$ cat src/rtl/bounce_generator.sv
// bounce_generator: switch-bounce emulator. It turns a clean requested switch
// level into a bouncing waveform on sw, then holds the requested level steady
// until the settled pulse.
//
// Handshake: a request transfers on a rising clk edge where req_valid and
// req_ready are both high. req_ready is !busy. Requests offered while busy are
// dropped, not queued. This includes the cycle in which settled pulses.
//
// Glitch timing comes from a 16-bit Galois LFSR (x^16+x^14+x^13+x^11+1). It
// advances once per accepted request and once per tick while bouncing. All
// timing is counted in ticks of TICK_DIV clk cycles. sw only ever changes on
// the cycle after a tick.
//
// Optional feature, macro BOUNCE_GEN_RELEASE_BOUNCE_EN:
//   defined   - both 0->1 and 1->0 transitions bounce.
//   undefined - only 0->1 bounces. A 1->0 request drops sw cleanly on the
//               cycle after accept and goes straight to the settle hold.
module bounce_generator #(
  parameter int          TICK_DIV         = 100000,
  parameter int          BOUNCE_MIN_TICKS = 4,
  parameter int          RAND_BITS        = 3,
  parameter int          SETTLE_TICKS     = 20,
  parameter logic [15:0] SEED             = 16'hACE1
) (
  input  logic       clk,
  input  logic       reset,
  input  logic       req_valid,
  input  logic       req_level,
  output logic       req_ready,
  output logic       sw,
  output logic       busy,
  output logic       settled,
  output logic [7:0] edge_cnt
);

`ifdef BOUNCE_GEN_RELEASE_BOUNCE_EN
  localparam bit RELEASE_BOUNCE = 1'b1;
`else
  localparam bit RELEASE_BOUNCE = 1'b0;
`endif

  localparam int          TICK_W    = $clog2(TICK_DIV);
  localparam int          WIN_W     = $clog2(BOUNCE_MIN_TICKS + (1 << RAND_BITS));
  localparam int          SET_W     = $clog2(SETTLE_TICKS + 1);
  localparam logic [15:0] LFSR_TAPS = 16'hB400;

  typedef enum logic [1:0] {
    ST_IDLE   = 2'd0,
    ST_BOUNCE = 2'd1,
    ST_SETTLE = 2'd2
  } state_t;

  // state_q is left as a plain named register so checkers can bind to it
  state_t            state_q, state_d;
  logic [TICK_W-1:0] tick_q, tick_d;
  logic [15:0]       lfsr_q, lfsr_d;
  logic              target_q, target_d;
  logic              sw_q, sw_d;
  logic [7:0]        edge_q, edge_d;
  logic [WIN_W-1:0]  win_q, win_d, win_dec;
  logic [2:0]        seg_q, seg_d, seg_dec;
  logic [SET_W-1:0]  settle_q, settle_d;
  logic              tick;
  logic              accept;

  function automatic logic [15:0] lfsr_step(input logic [15:0] v);
    return v[0] ? ((v >> 1) ^ LFSR_TAPS) : (v >> 1);
  endfunction

  function automatic logic [7:0] sat_inc(input logic [7:0] v);
    return (v == 8'hFF) ? v : v + 8'd1;
  endfunction

  assign busy      = (state_q != ST_IDLE);
  assign req_ready = !busy;
  assign accept    = req_valid && req_ready;
  assign tick      = busy && (tick_q == TICK_W'(TICK_DIV - 1));
  assign sw        = sw_q;
  assign edge_cnt  = edge_q;
  assign win_dec   = win_q - WIN_W'(1);
  assign seg_dec   = seg_q - 3'd1;

  // Next-state and datapath: tick pacing, request accept, bounce and settle timing
  always_comb begin
    state_d  = state_q;
    tick_d   = tick_q;
    lfsr_d   = lfsr_q;
    target_d = target_q;
    sw_d     = sw_q;
    edge_d   = edge_q;
    win_d    = win_q;
    seg_d    = seg_q;
    settle_d = settle_q;
    settled  = 1'b0;

    if (busy) begin
      tick_d = tick ? '0 : tick_q + TICK_W'(1);
    end

    unique case (state_q)
      ST_IDLE: begin
        if (accept) begin
          tick_d   = '0;
          lfsr_d   = lfsr_step(lfsr_q);
          target_d = req_level;
          edge_d   = '0;
          if (req_level == sw_q) begin
            // Already at the requested level: hold only, no edges
            state_d  = ST_SETTLE;
            settle_d = SET_W'(SETTLE_TICKS);
          end else if (!RELEASE_BOUNCE && !req_level) begin
            // Clean release: one edge right away, then the settle hold
            sw_d     = 1'b0;
            edge_d   = 8'd1;
            state_d  = ST_SETTLE;
            settle_d = SET_W'(SETTLE_TICKS);
          end else begin
            // Window and first segment come from the pre-advance LFSR bits
            state_d = ST_BOUNCE;
            win_d   = WIN_W'(BOUNCE_MIN_TICKS) + WIN_W'(lfsr_q[RAND_BITS-1:0]);
            seg_d   = 3'd1 + {1'b0, lfsr_q[15:14]};
          end
        end
      end

      ST_BOUNCE: begin
        if (tick) begin
          lfsr_d = lfsr_step(lfsr_q);
          if (win_dec == '0) begin
            // Window expiry wins over a segment toggle on the same tick
            sw_d = target_q;
            if (sw_q != target_q) begin
              edge_d = sat_inc(edge_q);
            end
            settle_d = SET_W'(SETTLE_TICKS);
            state_d  = ST_SETTLE;
          end else begin
            win_d = win_dec;
            if (seg_dec == '0) begin
              sw_d   = !sw_q;
              edge_d = sat_inc(edge_q);
              seg_d  = 3'd1 + {1'b0, lfsr_q[15:14]};
            end else begin
              seg_d = seg_dec;
            end
          end
        end
      end

      ST_SETTLE: begin
        if (tick) begin
          settle_d = settle_q - SET_W'(1);
          if (settle_q == SET_W'(1)) begin
            settled = 1'b1;
            state_d = ST_IDLE;
          end
        end
      end

      default: state_d = ST_IDLE;
    endcase
  end

  // State and datapath registers; reset aborts any operation immediately
  always_ff @(posedge clk or negedge reset) begin
    if (!reset) begin
      state_q  <= ST_IDLE;
      tick_q   <= '0;
      lfsr_q   <= SEED;
      target_q <= 1'b0;
      sw_q     <= 1'b0;
      edge_q   <= '0;
      win_q    <= '0;
      seg_q    <= '0;
      settle_q <= '0;
    end else begin
      state_q  <= state_d;
      tick_q   <= tick_d;
      lfsr_q   <= lfsr_d;
      target_q <= target_d;
      sw_q     <= sw_d;
      edge_q   <= edge_d;
      win_q    <= win_d;
      seg_q    <= seg_d;
      settle_q <= settle_d;
    end
  end

endmodule

$ cat config.mk
export PLATFORM = sky130hd
export DESIGN_NAME = bounce_generator
export DESIGN_NICKNAME = d
export VERILOG_FILES = /design/src/rtl/bounce_generator.sv
export SDC_FILE = /design/constraint.sdc
export NUM_CORES = 1
export LEC_CHECK = 0
export ABC_AREA = 1
export CORE_MARGIN = 3
export CORE_UTILIZATION = 52
export DETAILED_ROUTE_END_ITERATION = 16
export PLACE_DENSITY = 0.68
export SYNTH_ARGS = -nofsm -noshare
export SYNTH_HDL_FRONTEND = slang
export SYNTH_SLANG_ARGS = --single-unit
$ cat constraint.sdc
create_clock -name clk -period 2.9 [get_ports clk]
set_input_delay 0.87 -clock clk [delete_from_list [all_inputs] [get_ports clk]]
set_output_delay 0.87 -clock clk [all_outputs]
set_load 0.05 [all_outputs]
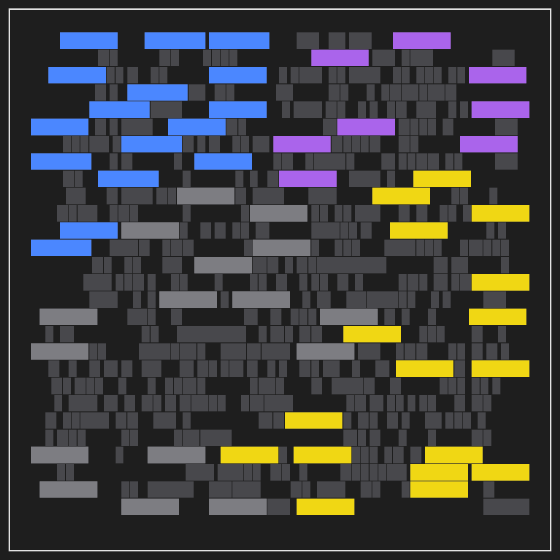
(images/flops_by_reg.png)
Other sequential cells in the stronger gray, the rest of the logic in the fainter gray.
lfsr_q: marked blue, placed flops 16. edge_cnt: marked purple, placed flops 8. tick_q: marked yellow, placed flops 17.
Another 16 sequential cells are not colored.
Sequential Area: 1440 µm²
Seq area share: 0.383
sequential logic power: 1220 µW
post-layout util: 0.626

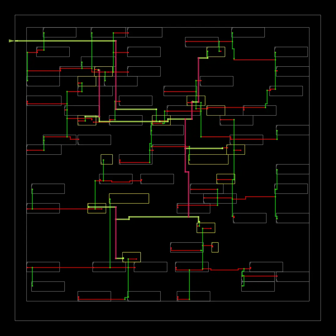
(images/clocks.png)
clk pwr: 895 µW
clk_lat worst skew: 340 ps
clock buffers: 12
Sink Count: 57

==> impl_metrics.csv <==
group,metric,value,unit
outcome,status,"completed",
critical_path,required,2030,ps
global_route,grtUsageMet3,0.0524,
synth,synthMuxAreaShare,0,
critical_path,cpLargestDelayFamily,"simple AND/OR/NAND/NOR gates",
cells_and_area,clock_cell_area_share,0.0637,
cells_and_area,comb_area_share,0.415,
sta,setup_slack,194,ps
synth,yosysWarnings,0,
global_route,grt_max_degree,58,
critical_path,critPathSlowestCell,"dfrtp_1",
cells_and_area,layout.area.comb,1560,µm²
clock_tree,cts_resized,0,
sta,fin_setup_tns,0,ps
synth,synth-edff-count,0,
cells_and_area,layout_top_cells,"136 x nand2_1, 53 x inv_1, 49 x dfrtp_1",
synth,top_logic_kind,"simple AND/OR/NAND/NOR gates",
clock_tree,cts_buffers,9,
cells_and_area,diodes,0,
critical_path,cp-start-kind,"flop",
worst_hold_path,holdPathEnd,"lfsr_q[5]$_DFFE_PN1P_",
floorplanning,rows,28,
cells_and_area,top_register,"tick_q",
synth,ys_cells,437,
critical_path,cpPeakStageDelay,390,ps
cells_and_area,largest_register_ffs,17,
floorplanning,fp_util,0.543,
placement,place_congestion,0.842,
sta,drv_slew,0,
global_route,grt.total_usage,0.207,
route,drc,0,
synth,yosys.area_share.simple,0.328,
power,cellLeakagePower,0.00185,µW
cells_and_area,layout.cells.most_common,"nand2_1",
critical_path,crit_end,"settled",
synth,top_area_cell,"dfrtp_1",
power,top_power_group,"combinational logic",
critical_path,cp.depth,6,
power,p_clk_frac,0.251,
global_route,antenna_found_initial,0,
synth,ys_async_sr_fraction,1.00,
synth,avgSynthCellArea,7.44,µm²
synth,yosysChipArea,3250,µm²
power,p_sw,1480,µW
worst_hold_path,hold_depth,2,
global_route,gr-usage-met2,0.325,
critical_path,rrSetupSlack,850,ps
synth,top_cell,"nand2_1",
cells_and_area,area_growth,15.4,%
clock_tree,cts_setup_buffers,0,
clock_tree,path_clk_slew,70,ps
global_route,grt_overflow_total,0,
critical_path,cp-startpoint,"tick_q[0]$_DFF_PN0_",
synth,area_leaders,"dfrtp_1 38%, nand2_1 16%, dfstp_2 6.5%",
power,share_comb_of_total_power,0.406,
sta,timing.fmax,0.370,GHz
route,viasPerCell,5.23,
global_route,grt_pass1_wl,12100,µm
sta,rsz0062_at_grt,"no",
critical_path,crit_chain,"ha_1 > nand3_1 > nor2_1 > nand3_2 > nor3_2 > buf_12",
floorplanning,n_tap_cell,75,
worst_hold_path,hp-class,"reg -> reg",
critical_path,setup.worst_path.end_class,"output port",
synth,ys_sh_aoi,0.0916,
critical_path,path_class,"reg -> out",
placement,place_inst,525,
route,drt-met1-wl,3310,µm
power,p_int,2080,µW
run,warnings,30,
sta,setup_viol,0,
route,drt_iter0_markers,126,
placement,placed_cell_area,3500,µm²
critical_path,cp_num_buf_inv,1,
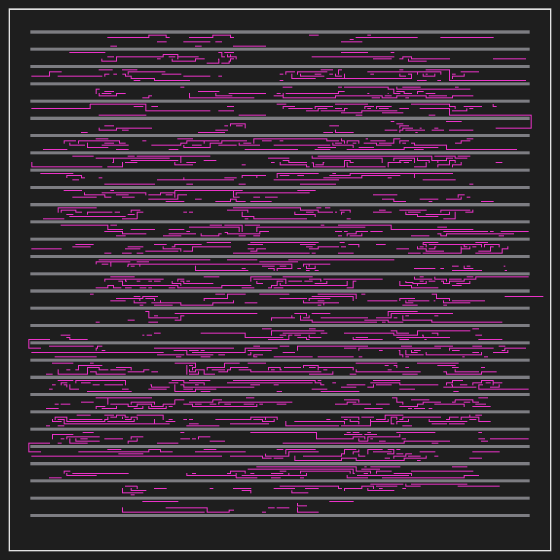
(images/layer_met1.png)
Supply wires on this layer in gray.
The longest straight run is 29.9 µm. The wires run mostly horizontal. The layer carries 3310 µm of wire. 440 nets have wire on it. The layer holds 49% of the routed length.
vias: 2832
GR Util met1: 0.274
routed wire length: 6770 µm

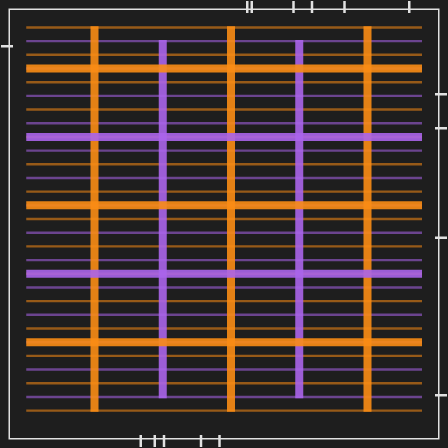
(images/power_grid.png)
Pins as bars on the die edge.
VDD: marked purple. VSS: marked orange.
29 met1 rails follow the rows. 16 signal pins sit on the boundary.
Max VDD drop: 0.496 mV
die width: 85.1 µm
CORE AREA: 5990 µm²

Power is estimated from default activity; no workload was simulated.
